[src/rtl/cmd_dispatcher_if.sv]
// ----------------------------------------------------------------------------
// cmd_dispatcher_if
// Bundles the command-buffer read port, the SPI byte handshake and the run
// control/status signals of the command dispatcher.
//   master : the dispatcher (drives rd_addr, tx_*, busy, done, err)
//   slave  : its environment (drives start, n_cmds, rd_data, tx_ready)
// Signals:
//   start/n_cmds     run request and entry count (0..8, larger clamps to 8)
//   rd_addr/rd_data  command buffer read port, data one cycle after address
//   tx_byte/tx_dc    byte to the SPI engine, data/command select (always 0)
//   tx_valid/ready   byte handshake
//   busy/done/err    run status, end-of-run pulse, sticky bad-opcode flag
// ----------------------------------------------------------------------------
interface cmd_dispatcher_if;
    logic        start;
    logic [3:0]  n_cmds;
    logic [2:0]  rd_addr;
    logic [95:0] rd_data;
    logic [7:0]  tx_byte;
    logic        tx_dc;
    logic        tx_valid;
    logic        tx_ready;
    logic        busy;
    logic        done;
    logic        err;

    modport master (
        input  start, n_cmds, rd_data, tx_ready,
        output rd_addr, tx_byte, tx_dc, tx_valid, busy, done, err
    );

    modport slave (
        output start, n_cmds, rd_data, tx_ready,
        input  rd_addr, tx_byte, tx_dc, tx_valid, busy, done, err
    );
endinterface

[src/rtl/cmd_dispatcher.sv]
// ----------------------------------------------------------------------------
// cmd_dispatcher
// Walks entries 0..n-1 of the 8 x 96-bit draw-command buffer, expands each
// entry into the OLED controller opcode/argument byte stream and hands the
// bytes one at a time to the SPI byte transmitter, with WAIT_CYCLES idle
// cycles after every command. Unsupported opcodes emit nothing and set err.
// Ports:
//   clk    system clock, rising edge
//   rst_n  asynchronous active-low reset
//   bus    cmd_dispatcher_if.master (buffer read port, byte handshake, status)
// ----------------------------------------------------------------------------
module cmd_dispatcher #(
    parameter int unsigned WAIT_CYCLES = 100
) (
    input  logic             clk,
    input  logic             rst_n,
    cmd_dispatcher_if.master bus
);

    localparam int unsigned   WW        = (WAIT_CYCLES > 1) ? $clog2(WAIT_CYCLES) : 1;
    localparam logic [WW-1:0] WAIT_LAST = (WAIT_CYCLES > 0) ? WW'(WAIT_CYCLES - 1) : WW'(0);

    typedef enum logic [2:0] {
        ST_IDLE  = 3'd0,
        ST_FETCH = 3'd1,
        ST_LOAD  = 3'd2,
        ST_SEND  = 3'd3,
        ST_WAIT  = 3'd4,
        ST_NEXT  = 3'd5
    } state_t;

    state_t        state_r;
    logic [2:0]    rd_addr_r;
    logic [2:0]    last_r;
    logic [95:0]   entry_r;
    logic [3:0]    len_r;
    logic [3:0]    idx_r;
    logic [WW-1:0] wait_cnt_r;
    logic [7:0]    tx_byte_r;
    logic          tx_valid_r;
    logic          busy_r;
    logic          done_r;
    logic          err_r;

    // Number of bytes emitted for an opcode; 0 marks an unsupported opcode.
    function automatic logic [3:0] stream_len(input logic [7:0] op);
        logic [3:0] len;
        case (op)
            8'h25:   len = 4'd5;
            8'h21:   len = 4'd8;
            8'h22:   len = 4'd13;
            8'h23:   len = 4'd7;
            default: len = 4'd0;
        endcase
        return len;
    endfunction

    // Byte idx of the expanded stream. Bits [79:0] of an entry are the ten
    // argument bytes A..D,P0..P5 in transmit order, so argument byte j is the
    // top byte after shifting left by 8*j. Rectangles are preceded by the
    // fill-mode command (0x26, fill) and their own opcode.
    function automatic logic [7:0] stream_byte(input logic [95:0] e, input logic [3:0] idx);
        logic [7:0]  b;
        logic [79:0] sh;
        b  = 8'h00;
        sh = 80'h0;
        if (e[87:80] == 8'h22) begin
            case (idx)
                4'd0:    b = 8'h26;
                4'd1:    b = {7'b0000000, e[92]};
                4'd2:    b = 8'h22;
                default: begin
                    sh = e[79:0] << {idx - 4'd3, 3'b000};
                    b  = sh[79:72];
                end
            endcase
        end else if (idx == 4'd0) begin
            b = e[87:80];
        end else begin
            sh = e[79:0] << {idx - 4'd1, 3'b000};
            b  = sh[79:72];
        end
        return b;
    endfunction

    // Dispatch sequencer: state, buffer address, byte index, settle counter
    // and all registered outputs.
    always_ff @(posedge clk or negedge rst_n) begin
        if (!rst_n) begin
            state_r    <= ST_IDLE;
            rd_addr_r  <= 3'd0;
            last_r     <= 3'd0;
            entry_r    <= 96'h0;
            len_r      <= 4'd0;
            idx_r      <= 4'd0;
            wait_cnt_r <= WW'(0);
            tx_byte_r  <= 8'h00;
            tx_valid_r <= 1'b0;
            busy_r     <= 1'b0;
            done_r     <= 1'b0;
            err_r      <= 1'b0;
        end else begin
            done_r <= 1'b0;
            case (state_r)
                ST_IDLE: begin
                    if (bus.start) begin
                        err_r     <= 1'b0;
                        rd_addr_r <= 3'd0;
                        if (bus.n_cmds == 4'd0) begin
                            done_r <= 1'b1;
                        end else begin
                            // last entry index, with counts above 8 clamped to 8
                            last_r  <= (bus.n_cmds >= 4'd8) ? 3'd7 : (bus.n_cmds[2:0] - 3'd1);
                            busy_r  <= 1'b1;
                            state_r <= ST_FETCH;
                        end
                    end
                end
                ST_FETCH: begin
                    state_r <= ST_LOAD;
                end
                ST_LOAD: begin
                    entry_r <= bus.rd_data;
                    len_r   <= stream_len(bus.rd_data[87:80]);
                    idx_r   <= 4'd0;
                    if (stream_len(bus.rd_data[87:80]) == 4'd0) begin
                        err_r   <= 1'b1;
                        state_r <= ST_NEXT;
                    end else begin
                        // first byte comes straight from the read data so that
                        // tx_valid rises together with entering SEND
                        tx_byte_r  <= stream_byte(bus.rd_data, 4'd0);
                        tx_valid_r <= 1'b1;
                        state_r    <= ST_SEND;
                    end
                end
                ST_SEND: begin
                    if (tx_valid_r && bus.tx_ready) begin
                        if (idx_r == len_r - 4'd1) begin
                            tx_valid_r <= 1'b0;
                            wait_cnt_r <= WW'(0);
                            state_r    <= (WAIT_CYCLES == 0) ? ST_NEXT : ST_WAIT;
                        end else begin
                            idx_r     <= idx_r + 4'd1;
                            tx_byte_r <= stream_byte(entry_r, idx_r + 4'd1);
                        end
                    end
                end
                ST_WAIT: begin
                    if (wait_cnt_r == WAIT_LAST) begin
                        state_r <= ST_NEXT;
                    end else begin
                        wait_cnt_r <= wait_cnt_r + WW'(1);
                    end
                end
                ST_NEXT: begin
                    if (rd_addr_r == last_r) begin
                        done_r  <= 1'b1;
                        busy_r  <= 1'b0;
                        state_r <= ST_IDLE;
                    end else begin
                        rd_addr_r <= rd_addr_r + 3'd1;
                        state_r   <= ST_FETCH;
                    end
                end
                default: begin
                    tx_valid_r <= 1'b0;
                    busy_r     <= 1'b0;
                    state_r    <= ST_IDLE;
                end
            endcase
        end
    end

    assign bus.rd_addr  = rd_addr_r;
    assign bus.tx_byte  = tx_byte_r;
    assign bus.tx_dc    = 1'b0;
    assign bus.tx_valid = tx_valid_r;
    assign bus.busy     = busy_r;
    assign bus.done     = done_r;
    assign bus.err      = err_r;

endmodule

[src/flat_wrapper.sv]
// flat-port wrapper written by rule: the top's interface ports become plain ports
module cmd_dispatcher_flat 
#(
    parameter int unsigned WAIT_CYCLES = 100
)
  (clk, rst_n, bus_start, bus_n_cmds, bus_rd_data, bus_tx_ready, bus_rd_addr, bus_tx_byte, bus_tx_dc, bus_tx_valid, bus_busy, bus_done, bus_err);
  cmd_dispatcher_if bus_i ();
  input  logic clk;
  input  logic rst_n;
  input wire logic [$bits(bus_i.start)-1:0] bus_start;
  input wire logic [$bits(bus_i.n_cmds)-1:0] bus_n_cmds;
  input wire logic [$bits(bus_i.rd_data)-1:0] bus_rd_data;
  input wire logic [$bits(bus_i.tx_ready)-1:0] bus_tx_ready;
  output wire logic [$bits(bus_i.rd_addr)-1:0] bus_rd_addr;
  output wire logic [$bits(bus_i.tx_byte)-1:0] bus_tx_byte;
  output wire logic [$bits(bus_i.tx_dc)-1:0] bus_tx_dc;
  output wire logic [$bits(bus_i.tx_valid)-1:0] bus_tx_valid;
  output wire logic [$bits(bus_i.busy)-1:0] bus_busy;
  output wire logic [$bits(bus_i.done)-1:0] bus_done;
  output wire logic [$bits(bus_i.err)-1:0] bus_err;
  assign bus_i.start = bus_start;
  assign bus_i.n_cmds = bus_n_cmds;
  assign bus_i.rd_data = bus_rd_data;
  assign bus_i.tx_ready = bus_tx_ready;
  assign bus_rd_addr = bus_i.rd_addr;
  assign bus_tx_byte = bus_i.tx_byte;
  assign bus_tx_dc = bus_i.tx_dc;
  assign bus_tx_valid = bus_i.tx_valid;
  assign bus_busy = bus_i.busy;
  assign bus_done = bus_i.done;
  assign bus_err = bus_i.err;
  cmd_dispatcher #(.WAIT_CYCLES(WAIT_CYCLES)) u_core (.clk(clk), .rst_n(rst_n), .bus(bus_i));
endmodule
[config.mk]
export PLATFORM = sky130hd
export DESIGN_NAME = cmd_dispatcher_flat
export DESIGN_NICKNAME = d
export VERILOG_FILES = /design/src/rtl/cmd_dispatcher_if.sv /design/src/rtl/cmd_dispatcher.sv /design/src/flat_wrapper.sv
export SDC_FILE = /design/constraint.sdc
export NUM_CORES = 1
export LEC_CHECK = 0
export CELL_PAD_IN_SITES_DETAIL_PLACEMENT = 0
export CELL_PAD_IN_SITES_GLOBAL_PLACEMENT = 1
export CORE_ASPECT_RATIO = 1.25
export CORE_MARGIN = 2
export CORE_UTILIZATION = 36
export CTS_BUF_LIST = sky130_fd_sc_hd__clkbuf_8 sky130_fd_sc_hd__clkbuf_16
export DETAILED_ROUTE_END_ITERATION = 6
export GPL_TIMING_DRIVEN = 0
export PLACE_DENSITY = 0.78
export SLEW_MARGIN = 20
export SYNTH_ARGS = -nofsm -noshare
export SYNTH_HDL_FRONTEND = slang
export SYNTH_SLANG_ARGS = --single-unit
[constraint.sdc]
create_clock -name clk -period 2.8 [get_ports clk]
set_clock_uncertainty 0.2 [all_clocks]
set_input_delay 0.56 -clock clk [delete_from_list [all_inputs] [get_ports clk]]
set_output_delay 0.56 -clock clk [all_outputs]
set_load 0.02 [all_outputs]
Run 1, cells coloured by class:
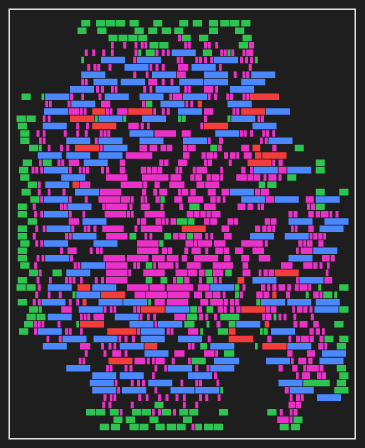
class	colour	cells	share of their area
clock drivers and dummy loads	red	31	6.5%
other buffers and delay cells	green	170	17%
all other logic	magenta	608	42%
flip-flops	blue	124	35%
Final Core Density: 0.492
total core area: 18800 um^2

Run 1, wiring by layer:
Scale bar: 50 um.
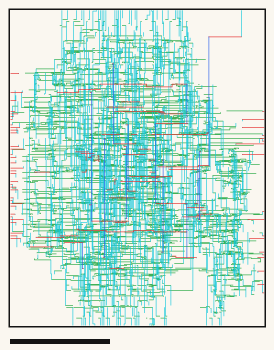
layer	colour	wire length
met2	cyan	10300 um
met1	green	8610 um
met4	blue	495 um
met3	red	777 um
routed via count: 6027
DR WL/cell: 17.4 um
Total Routing Usage GR: 0.205
final WL: 20.2 mm

Run 1, congestion heat map:
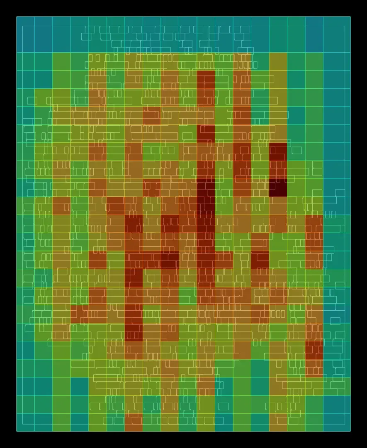
grt met2 use: 0.358
M3 GR Usage: 0.0413
GR peak layer: met2

==> results.json, run 1 <==
{
  "rsz0062_at_grt": "true",
  "ant_nets": 0,
  "dp_slack_ps": -498,
  "ys_sh_simple": 0.250,
  "clock_tree.root_cell": "clkbuf_16",
  "whs_endpoint": "u_core.entry_r[11]",
  "synth.logic.top_family": "simple AND/OR/NAND/NOR gates",
  "io_buffers": 111,
  "top_cell": "nand2_1",
  "fin_ws_ps": 39.4,
  "power.net_switching_mw": 2.96,
  "edf_count": 0,
  "die_h_um": 159,
  "nNetsFinal": 1035,
  "wl_met3_um": 777,
  "status": "complete, no violations",
  "top_layer_used": "met4",
  "syn_avg_cell_area_um2": 8.86,
  "dp_hpwl_mm": 15.1,
  "first_iter_violations": 314,
  "syn_to_final_growth_pct": 34.3,
  "r2r_setup_slack_ps": 40,
  "hold_class": "flip-flop to flip-flop",
  "crit_type": "flip-flop to flip-flop",
  "power.total_mw": 8.10,
  "seq_power_share": 0.389,
  "drc": 0,
  "ys_async_sr_fraction": 1.00,
  "slowest_stage": "dfrtp_2",
  "synth_area_um2": 6890,
  "fmax_ghz": 0.362,
  "crit_path_start": "u_core.idx_r[0]",
  "instances_no_fill": 1165,
  "slew_headroom": 0.569,
  "crit_path_end": "u_core.bus.tx_byte[4]",
  "whs_ps": 270,
  "largest_reg_flops": 89,
  "cts_sinks": 124,
  "top_cells_by_area": "dfrtp_1, nand2_1, mux4_2",
  "aoi_share": 0.100,
  "warning_count": 39,
  "firstDrtPassIters": 5,
  "cts_tree": "done",
  "cp-start-kind": "flip-flop",
  "combPwrFrac": 0.342,
  "row_count": 56,
  "worstPathRequired_ps": 2900,
  "yosysSeqAreaShare": 0.451,
  "p_leak_nw": 4.18,
  "fill_cells": 1791,
  "grt_max_degree": 72,
  "syn-num-nets": 891,
  "whs_path_depth": 2,
  "clk_pin_slew_ps": 60,
  "p_seq_mw": 3.16,
  "clockBufferDepth": 2,
  "drv_slew": 0,
  "ys_sh_mux": 0.123,
  "dr_wl_met2_mm": 10.3,
  "swShare": 0.366,
  "reg2reg_depth": 11,
  "post_cts_buffers": 7,
  "yosys_area_um2": 6890,
  "ys_warn_count": 0,
  "cts_buffers": 17,
  "dieArea_um2": 20300,
  "io-pin-count": 120,
  "top_cell_area_share": 0.451,
  "finalInstanceArea_um2": 9250,
  "htreeDepth": 4,
  "place_area_um2": 8330,
  "adder_share": 0.0182,
  "clk_latency_ps": 420,
  "wl_met1_mm": 8.61,
  "seq_area_um2": 3100,
  "crit_path_frequent_cell": "buf_6",
  "grt_pass1_vias": 5940,
  "crit_fanout": 10,
  "holdBufCountCts": 1,
  "path_cells": "buf_6 > ha_1 > buf_6 > buf_8 > xnor2_4 > xnor2_2 > buf_4 > mux4_2 > and4_1 > a41oi_2 > nand3_1",
  "antenna_found_initial": 0,
  "met1_usage": 0.251,
  "comb_power_mw": 2.77,
  "fp_util": 0.367,
  "cts_resized": 22,
  "layout.area.comb_um2": 3670,
  "antennaDiodeCount": 0,
  "finalHoldViolations": 0,
  "grt_pass1_wl_mm": 31.4,
  "max_stage_delay_ps": 430,
  "r2r_start": "u_core.idx_r[0]",
  "power_leader": "registers",
  "period_minus_slack_ps": 2760,
  "top_area_cell": "dfrtp_1",
  "layout.cells.most_common": "nand2_1",
  "power_frac_clock": 0.269,
  "vias_per_cell": 5.17,
  "netlist_instances": 777,
  "dieWidth_um": 128
}
-- run 1: cell type report --
cell class                      count  share of cell area
Inverter                           16             0.00812
Timing Repair Buffer              125               0.136
Multi-Input combinational cell    592               0.397
Sequential cell                   124               0.336
Buffer                             45              0.0287
Clock inverter                     11              0.0129
Clock buffer                       20              0.0505
Tap cell                          232              0.0314
-- run 1: critical path: cells and delay by family, from the launching register on --
| family | cells | cell delay [ps] |
|---|---|---|
| simple gates | 2 | 320 |
| xor+xnor | 2 | 350 |
| mux | 1 | 340 |
| compound gates | 1 | 170 |
| fa+ha+maj | 1 | 200 |
| buf+inv | 4 | 620 |
| flops | 1 | 430 |
Run 1, routed clock nets over the placement:
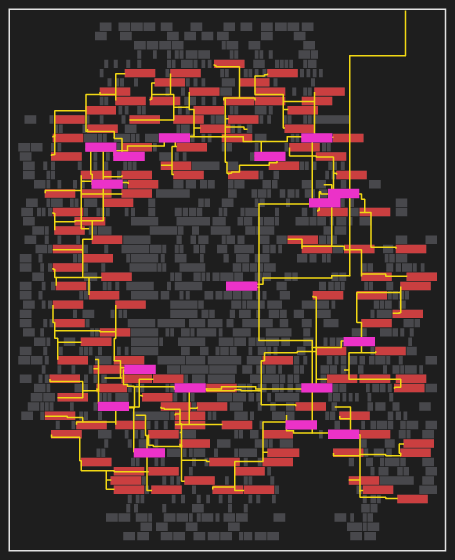

==> run 2: changes to the inputs <==
--- a/config.mk
+++ b/config.mk
@@ -10,11 +10,9 @@
 export CORE_ASPECT_RATIO = 1.25
 export CORE_MARGIN = 2
 export CORE_UTILIZATION = 36
-export CTS_BUF_LIST = sky130_fd_sc_hd__clkbuf_8 sky130_fd_sc_hd__clkbuf_16
 export DETAILED_ROUTE_END_ITERATION = 6
 export GPL_TIMING_DRIVEN = 0
 export PLACE_DENSITY = 0.78
-export SLEW_MARGIN = 20
 export SYNTH_ARGS = -nofsm -noshare
 export SYNTH_HDL_FRONTEND = slang
 export SYNTH_SLANG_ARGS = --single-unit
Run 2, routed clock nets over the placement:
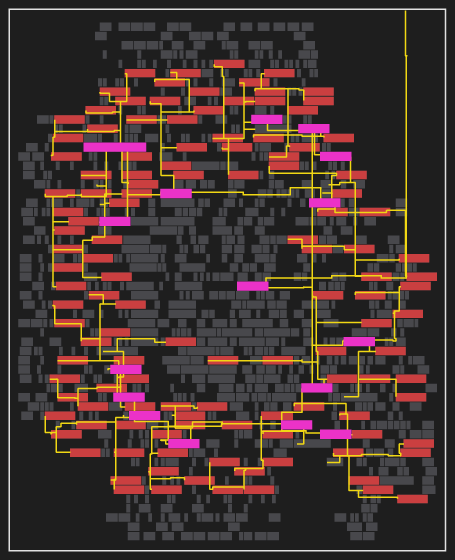
[clock wires] yellow | length: 1760 um
[flip-flops] red | count: 124
[cells driving clock nets] magenta | count: 17
flops lie	widely spread
Late-Pin Clk Latency: 420 ps
Clk network pwr share: 0.285

==> run 2 against run 1 <==
- worst setup slack worse by 27 ps
- non-clock buffer count is 4 higher
- clock power is 8% higher
- via count is 0.30% higher
- sequential share of layout area is 0.18 points lower
- power is 1.6% higher
- routed wire length is 0.35% higher
- global-route usage is 0.088 points higher
==> results.json, run 2 <==
{
  "sh_seq_area": 0.334,
  "drc": 0,
  "hold_class": "flip-flop to flip-flop",
  "coreArea_um2": 18800,
  "clockBufferDepth": 2,
  "crit_type": "flip-flop to flip-flop",
  "nWellTaps": 232,
  "status": "complete, no violations",
  "crit_fanout": 6,
  "r2r_start": "u_core.idx_r[0]",
  "seq_power_share": 0.387,
  "rsz0062_at_grt": "true",
  "htreeDepth": 4,
  "antenna_found_initial": 0,
  "top_cell_area_share": 0.451,
  "path_depth": 10,
  "clock_tree.root_cell": "clkbuf_16",
  "via_count": 6045,
  "whs_ps": 268,
  "slowest_stage": "dfrtp_2",
  "top_cells_by_count": "nand2_1, dfrtp_1, nor2_1",
  "yosys_area_um2": 6890,
  "holdBufCountCts": 1,
  "grt_pass1_vias": 5986,
  "met1_usage": 0.251,
  "flops": 124,
  "first_iter_violations": 363,
  "final_cell_mix": "nand2_1, dfrtp_1, clkdlybuf4s50_1",
  "post-route-util": 0.495,
  "max_stage_delay_ps": 430,
  "period_minus_slack_ps": 2790,
  "wl_mm": 20.3,
  "p_seq_mw": 3.19,
  "dp_hpwl_mm": 15.1,
  "die_h_um": 159,
  "r2r_setup_slack_ps": 10,
  "grt_most_used_layer": "met2",
  "ys_sh_mux": 0.123,
  "clock_area_frac": 0.0674,
  "nClkBuffers": 21,
  "cp-start-kind": "flip-flop",
  "power_leader": "registers",
  "top_cell": "nand2_1",
  "cts_sinks": 124,
  "grt_pass1_wl_mm": 31.6,
  "aoi_share": 0.100,
  "dieArea_um2": 20300,
  "seq_area_um2": 3100,
  "layout.area.comb_um2": 3650,
  "swShare": 0.357,
  "top_layer_used": "met4",
  "nonClockInverterCount": 16,
  "fmax_ghz": 0.359,
  "netlist_instances": 777,
  "firstDrtPassIters": 4,
  "p_leak_nw": 4.21,
  "dr_wl_met2_mm": 10.4,
  "combPwrFrac": 0.328,
  "sh_comb_area": 0.393,
  "clk_pin_slew_ps": 60,
  "synth_area_um2": 6890,
  "finalHoldViolations": 0,
  "dieWidth_um": 128,
  "worstPathRequired_ps": 2910,
  "fill_cells": 1788,
  "power.net_switching_mw": 2.94,
  "syn_to_final_growth_pct": 35.0,
  "whs_path_depth": 2,
  "row_count": 56,
  "ys_async_sr_fraction": 1.00,
  "cts_resized": 18,
  "power.total_mw": 8.23,
  "antennaDiodeCount": 0,
  "crit_path_frequent_cell": "buf_6",
  "wl_met3_um": 851,
  "largest_reg_flops": 89,
  "crit_path_start": "u_core.idx_r[0]",
  "logic_gates": 592,
  "dominant-cell-class": "combinational gates",
  "ant_nets": 0,
  "grt_max_degree": 71,
  "wl_met1_mm": 8.58,
  "yosysSeqAreaShare": 0.451,
  "cp_top_family": "AND-OR/OR-AND gates",
  "adder_share": 0.0182,
  "warning_count": 40,
  "top_cells_by_area": "dfrtp_1, nand2_1, mux4_2",
  "crit_path_end": "u_core.bus.tx_byte[2]",
  "cts_tree": "done",
  "drv_slew": 0,
  "ys_warn_count": 0,
  "ys_sh_simple": 0.250,
  "vias_per_cell": 5.17,
  "edf_count": 0,
  "path_buffers": 3,
  "grt_util_met3": 0.0403,
  "post_cts_buffers": 9,
  "cts_buffers": 17,
  "fp_util": 0.367,
  "io_buffers": 111,
  "comb_power_mw": 2.70,
  "reg2reg_depth": 10,
  "syn-num-nets": 891,
  "whs_endpoint": "u_core.entry_r[56]",
  "finalCritPeriodShare": 0.996,
  "io-pin-count": 120,
  "signal_buffers": 174,
  "top_area_cell": "dfrtp_1",
  "gr-usage-all-layers": 0.205,
  "wire_per_inst_um": 17.3
}
[run 2: cell count changes in the layout (fill, tap and decap cells not counted), moves of 2 or more]
cell,previous run,this run
buf_2,4,6
buf_4,15,18
mux2i_1,15,17
bufinv_16,2,4
buf_8,2,0
buf_6,6,8
[run 2: stage by stage]
step / cell area, um^2 / cells / setup TNS, ps / worst slack [ps]
6_report: 9300 / 1170 / 0 / 12.2
5_1_grt: 9300 / 1170 / -111 / -70.4
4_1_cts: 9110 / 1163 / -41.2 / -28.7
3_5_place_dp: 8320 / 1121 / -3150 / -499
3_3_place_gp: 8290 / 1120 / -503900 / -4050
2_1_floorplan: 6890 / 777 / 0 / 23.9
No activity file was given, so power comes from the tool's default toggle rates.
